**src/rtl/if_fetch_unit_pkg.sv**
```systemverilog
// Shared types and constants for the instruction-fetch stage.
// The optional performance counters are enabled by defining IF_FETCH_PERF_EN.
package if_fetch_unit_pkg;

    localparam int WORD_SIZE   = 16;
    localparam int QUEUE_DEPTH = 2;

    typedef logic [WORD_SIZE-1:0] word_t;

    localparam word_t RESET_PC = 16'h0000;

    typedef enum logic [1:0] {
        FETCH_RUN        = 2'd0,
        FETCH_MISS       = 2'd1,
        FETCH_MISS_REDIR = 2'd2
    } fetch_state_e;

    typedef struct packed {
        word_t inst;
        word_t pc;
    } fetch_entry_t;

endpackage

```
**src/rtl/if_fetch_unit_if.sv**
```systemverilog
// Cache-side and decode-side signals of the fetch stage, grouped as one bundle.
interface if_fetch_unit_if;
    import if_fetch_unit_pkg::*;

    word_t if_pc;
    logic  ic_hit;
    word_t ic_data;
    logic  redirect_valid;
    word_t redirect_pc;
    logic  id_ready;
    logic  id_valid;
    word_t id_inst;
    word_t id_pc;

    modport master (
        output if_pc, id_valid, id_inst, id_pc,
        input  ic_hit, ic_data, redirect_valid, redirect_pc, id_ready
    );

    modport slave (
        input  if_pc, id_valid, id_inst, id_pc,
        output ic_hit, ic_data, redirect_valid, redirect_pc, id_ready
    );

endinterface

```
**src/rtl/if_fetch_unit_fetch_queue.sv**
```systemverilog
// Two-entry shift FIFO between fetch and decode; the head is always entry 0.
module fetch_queue
    import if_fetch_unit_pkg::*;
(
    input  logic         clk,
    input  logic         reset_n,
    input  logic         enq,
    input  logic         deq,
    input  logic         flush,
    input  fetch_entry_t din,
    output fetch_entry_t dout,
    output logic [1:0]   count
);

    fetch_entry_t entry [QUEUE_DEPTH];

    // NOTE: with only two entries the storage is reset too, so no X ever reaches the head mux.
    always_ff @(posedge clk or posedge reset_n) begin
        if (reset_n) begin
            count    <= 2'd0;
            entry[0] <= '0;
            entry[1] <= '0;
        end else if (flush) begin
            count <= 2'd0;
        end else begin
            // NOTE: non-blocking assignments let entry[0] take entry[1]'s pre-edge value.
            case ({enq, deq})
                2'b10: begin
                    entry[count[0]] <= din;
                    count           <= count + 2'd1;
                end
                2'b01: begin
                    entry[0] <= entry[1];
                    count    <= count - 2'd1;
                end
                2'b11: begin
                    if (count == 2'd2) begin
                        entry[0] <= entry[1];
                        entry[1] <= din;
                    end else begin
                        entry[0] <= din;
                    end
                end
                default: ;
            endcase
        end
    end

    assign dout = (count != 2'd0) ? entry[0] : '0;

endmodule

```
**src/rtl/if_fetch_unit.sv**
```systemverilog
// Instruction-fetch stage: owns the PC, tracks cache misses, defers mid-fill redirects.
// Define IF_FETCH_PERF_EN to add the perf_miss_cycles / perf_fetched counters.
module if_fetch_unit
    import if_fetch_unit_pkg::*;
(
    input  logic                  clk,
    input  logic                  reset_n,
    if_fetch_unit_if.master       bus
`ifdef IF_FETCH_PERF_EN
    ,
    output logic [31:0]           perf_miss_cycles,
    output logic [31:0]           perf_fetched
`endif
);

    fetch_state_e state, state_next;
    word_t        pc, pc_next;
    word_t        pending_pc, pending_next;
    logic [1:0]   count;
    logic         enq, deq, flush, room;
    fetch_entry_t head;

    assign deq  = bus.id_valid && bus.id_ready;
    assign room = (count < 2'd2) || deq;

    always_ff @(posedge clk or posedge reset_n) begin
        if (reset_n) state <= FETCH_RUN;
        else         state <= state_next;
    end

    // A hit that ends a plain miss is handled exactly like a RUN cycle, redirect included.
    always_comb begin
        state_next = state;
        case (state)
            FETCH_RUN: begin
                if (!bus.redirect_valid && !bus.ic_hit) state_next = FETCH_MISS;
            end
            FETCH_MISS: begin
                if (bus.ic_hit)              state_next = FETCH_RUN;
                else if (bus.redirect_valid) state_next = FETCH_MISS_REDIR;
            end
            FETCH_MISS_REDIR: begin
                if (bus.ic_hit) state_next = FETCH_RUN;
            end
            default: state_next = FETCH_RUN;
        endcase
    end

    // NOTE: every output of this block gets a default first, so no latch can be inferred.
    always_comb begin
        enq          = 1'b0;
        flush        = 1'b0;
        pc_next      = pc;
        pending_next = pending_pc;
        case (state)
            FETCH_RUN, FETCH_MISS: begin
                if (bus.redirect_valid) begin
                    flush = 1'b1;
                    if (state == FETCH_RUN || bus.ic_hit) pc_next      = bus.redirect_pc;
                    else                                  pending_next = bus.redirect_pc;
                end else if (bus.ic_hit && room) begin
                    enq     = 1'b1;
                    pc_next = pc + word_t'(1);
                end
            end
            FETCH_MISS_REDIR: begin
                flush = bus.redirect_valid;
                if (bus.redirect_valid) pending_next = bus.redirect_pc;
                if (bus.ic_hit)
                    pc_next = bus.redirect_valid ? bus.redirect_pc : pending_pc;
            end
            default: ;
        endcase
    end

    always_ff @(posedge clk or posedge reset_n) begin
        if (reset_n) begin
            pc         <= RESET_PC;
            pending_pc <= '0;
        end else begin
            pc         <= pc_next;
            pending_pc <= pending_next;
        end
    end

    fetch_queue u_queue (
        .clk     (clk),
        .reset_n (reset_n),
        .enq     (enq),
        .deq     (deq),
        .flush   (flush),
        .din     ('{inst: bus.ic_data, pc: pc}),
        .dout    (head),
        .count   (count)
    );

    assign bus.if_pc    = pc;
    assign bus.id_valid = (count != 2'd0);
    assign bus.id_inst  = head.inst;
    assign bus.id_pc    = head.pc;

`ifdef IF_FETCH_PERF_EN
    always_ff @(posedge clk or posedge reset_n) begin
        if (reset_n) begin
            perf_miss_cycles <= '0;
            perf_fetched     <= '0;
        end else begin
            if (state != FETCH_RUN && perf_miss_cycles != '1)
                perf_miss_cycles <= perf_miss_cycles + 32'd1;
            if (enq && perf_fetched != '1)
                perf_fetched <= perf_fetched + 32'd1;
        end
    end
`endif

endmodule

```
**src/flat_wrapper.sv**
```systemverilog
// flat-port wrapper written by rule: the top's interface ports become plain ports
module if_fetch_unit_flat import if_fetch_unit_pkg::*;
  (clk, reset_n, bus_if_pc, bus_id_valid, bus_id_inst, bus_id_pc, bus_ic_hit, bus_ic_data, bus_redirect_valid, bus_redirect_pc, bus_id_ready);
  if_fetch_unit_if bus_i ();
  input  logic clk;
  input  logic reset_n;
  output wire logic [$bits(bus_i.if_pc)-1:0] bus_if_pc;
  output wire logic [$bits(bus_i.id_valid)-1:0] bus_id_valid;
  output wire logic [$bits(bus_i.id_inst)-1:0] bus_id_inst;
  output wire logic [$bits(bus_i.id_pc)-1:0] bus_id_pc;
  input wire logic [$bits(bus_i.ic_hit)-1:0] bus_ic_hit;
  input wire logic [$bits(bus_i.ic_data)-1:0] bus_ic_data;
  input wire logic [$bits(bus_i.redirect_valid)-1:0] bus_redirect_valid;
  input wire logic [$bits(bus_i.redirect_pc)-1:0] bus_redirect_pc;
  input wire logic [$bits(bus_i.id_ready)-1:0] bus_id_ready;
  assign bus_if_pc = bus_i.if_pc;
  assign bus_id_valid = bus_i.id_valid;
  assign bus_id_inst = bus_i.id_inst;
  assign bus_id_pc = bus_i.id_pc;
  assign bus_i.ic_hit = bus_ic_hit;
  assign bus_i.ic_data = bus_ic_data;
  assign bus_i.redirect_valid = bus_redirect_valid;
  assign bus_i.redirect_pc = bus_redirect_pc;
  assign bus_i.id_ready = bus_id_ready;
  if_fetch_unit u_core (.clk(clk), .reset_n(reset_n), .bus(bus_i));
endmodule
```
**config.mk**
```make
export PLATFORM = sky130hd
export DESIGN_NAME = if_fetch_unit_flat
export DESIGN_NICKNAME = d
export VERILOG_FILES = /design/src/rtl/if_fetch_unit_pkg.sv /design/src/rtl/if_fetch_unit_if.sv /design/src/rtl/if_fetch_unit_fetch_queue.sv /design/src/rtl/if_fetch_unit.sv /design/src/flat_wrapper.sv
export SDC_FILE = /design/constraint.sdc
export NUM_CORES = 1
export LEC_CHECK = 0
export ABC_AREA = 1
export CORE_MARGIN = 5
export CORE_UTILIZATION = 40
export CTS_CLUSTER_SIZE = 30
export DETAILED_ROUTE_END_ITERATION = 12
export DONT_BUFFER_PORTS = 1
export GPL_TIMING_DRIVEN = 0
export HOLD_SLACK_MARGIN = 0.05
export PLACE_DENSITY = 0.62
export RECOVER_POWER = 100
export SYNTH_ARGS = -nofsm -noshare
export SYNTH_HDL_FRONTEND = slang
export SYNTH_SLANG_ARGS = --single-unit
export TNS_END_PERCENT = 50
```
**constraint.sdc**
```tcl
create_clock -name clk -period 4.5 [get_ports clk]
set_input_delay 0.9 -clock clk [delete_from_list [all_inputs] [get_ports clk]]
set_output_delay 0.9 -clock clk [all_outputs]
set_load 0.1 [all_outputs]
```
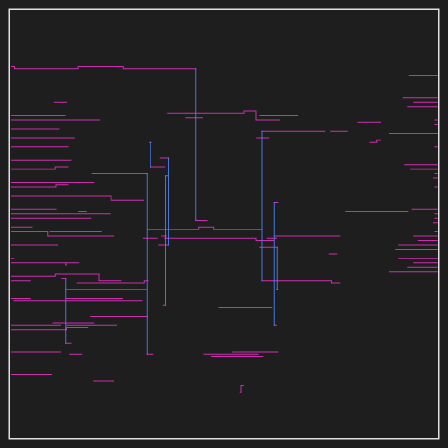
(signal wires by layer)
Two of the layers only.
met4: in blue, wire length 290 um. met3: in magenta, wire length 1,220 um.
Total GRT Usage: 19.6%
Vias: 5,049
DRT Wirelength: 15.8 mm
Routed WL per cell: 16.3 um

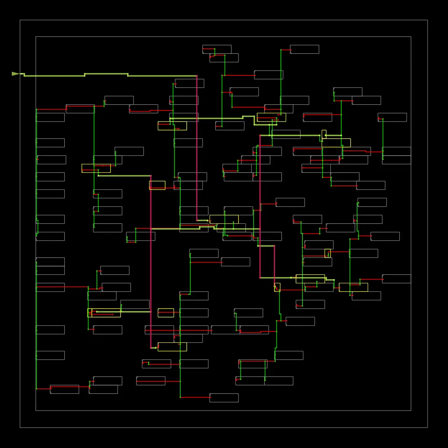
(clock nets)
Worst Skew: 0.00662 ns
clock-net power: 0.737 mW
CTS Buf Count: 9
Clock Buffer Count: 13

==> results_dict.tcl <==
# yosys + openroad results
set metrics [dict create \
    signal_buffers 42 \
    ff_type "dfrtp_1" \
    layout-drive-gt1-share_pct 12.0 \
    synthDistinctLibCells 29 \
    stdcell_count 966 \
    p_int_mw 2.01 \
    rr_worst_depth 10 \
    taps 184 \
    warnings 30 \
    hold_path.class "reg -> reg" \
    fin_util_pct 43.3 \
    cap_violations 4 \
    cts_hold_buf 0 \
    holdCritStartpoint "u_core.u_queue.entry[14]$_DFFE_PP0P_" \
    crit_end "bus_id_inst[15]" \
    area_delta_synth_final_pct 7.14 \
    ys_seq_share_pct 43.1 \
    status "finished, violations left" \
    adder_share_pct 1.29 \
    ys_sh_mux_pct 0 \
    ff_count 100 \
    final-max-slew-violation-count 83 \
    inv_count 87 \
    arrival_ns 2.94 \
    setup.reg_to_reg.worst_slack_ns 0.74 \
    dpl.hpwl_mm 11.3 \
    syn_area_mm2 0.00580 \
    top_area_share_pct 43.1 \
    violations "max-capacitance violations, max-slew violations" \
    dr_wl_met2_mm 7.31 \
    slowest_stage "nor2_1" \
    top_register "u_core.u_queue.entry" \
    synth_area_leader_cell "dfrtp_1" \
    busiest_layer "met2" \
    synthArstFlopShare_pct 100 \
    drtIter0Drc 371 \
    dp.cells 951 \
    r2r-end "u_core.u_queue.entry[35]$_DFFE_PP0P_" \
    vdd_drop_max_mv 0.238 \
    cts_setup_buffers 0 \
    clkLatencyLatePin_ns 0.36 \
]
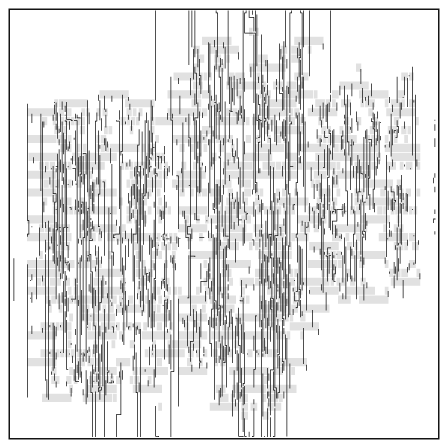
(met2 routing)
Cells faint in the background.
The longest straight run is 54.4 um. The layer holds 46% of the routed length. The layer carries 7,310 um of wire. The wires run mostly vertical.
grt met2 use: 32.8%

No activity file was given, so power comes from the tool's default toggle rates.
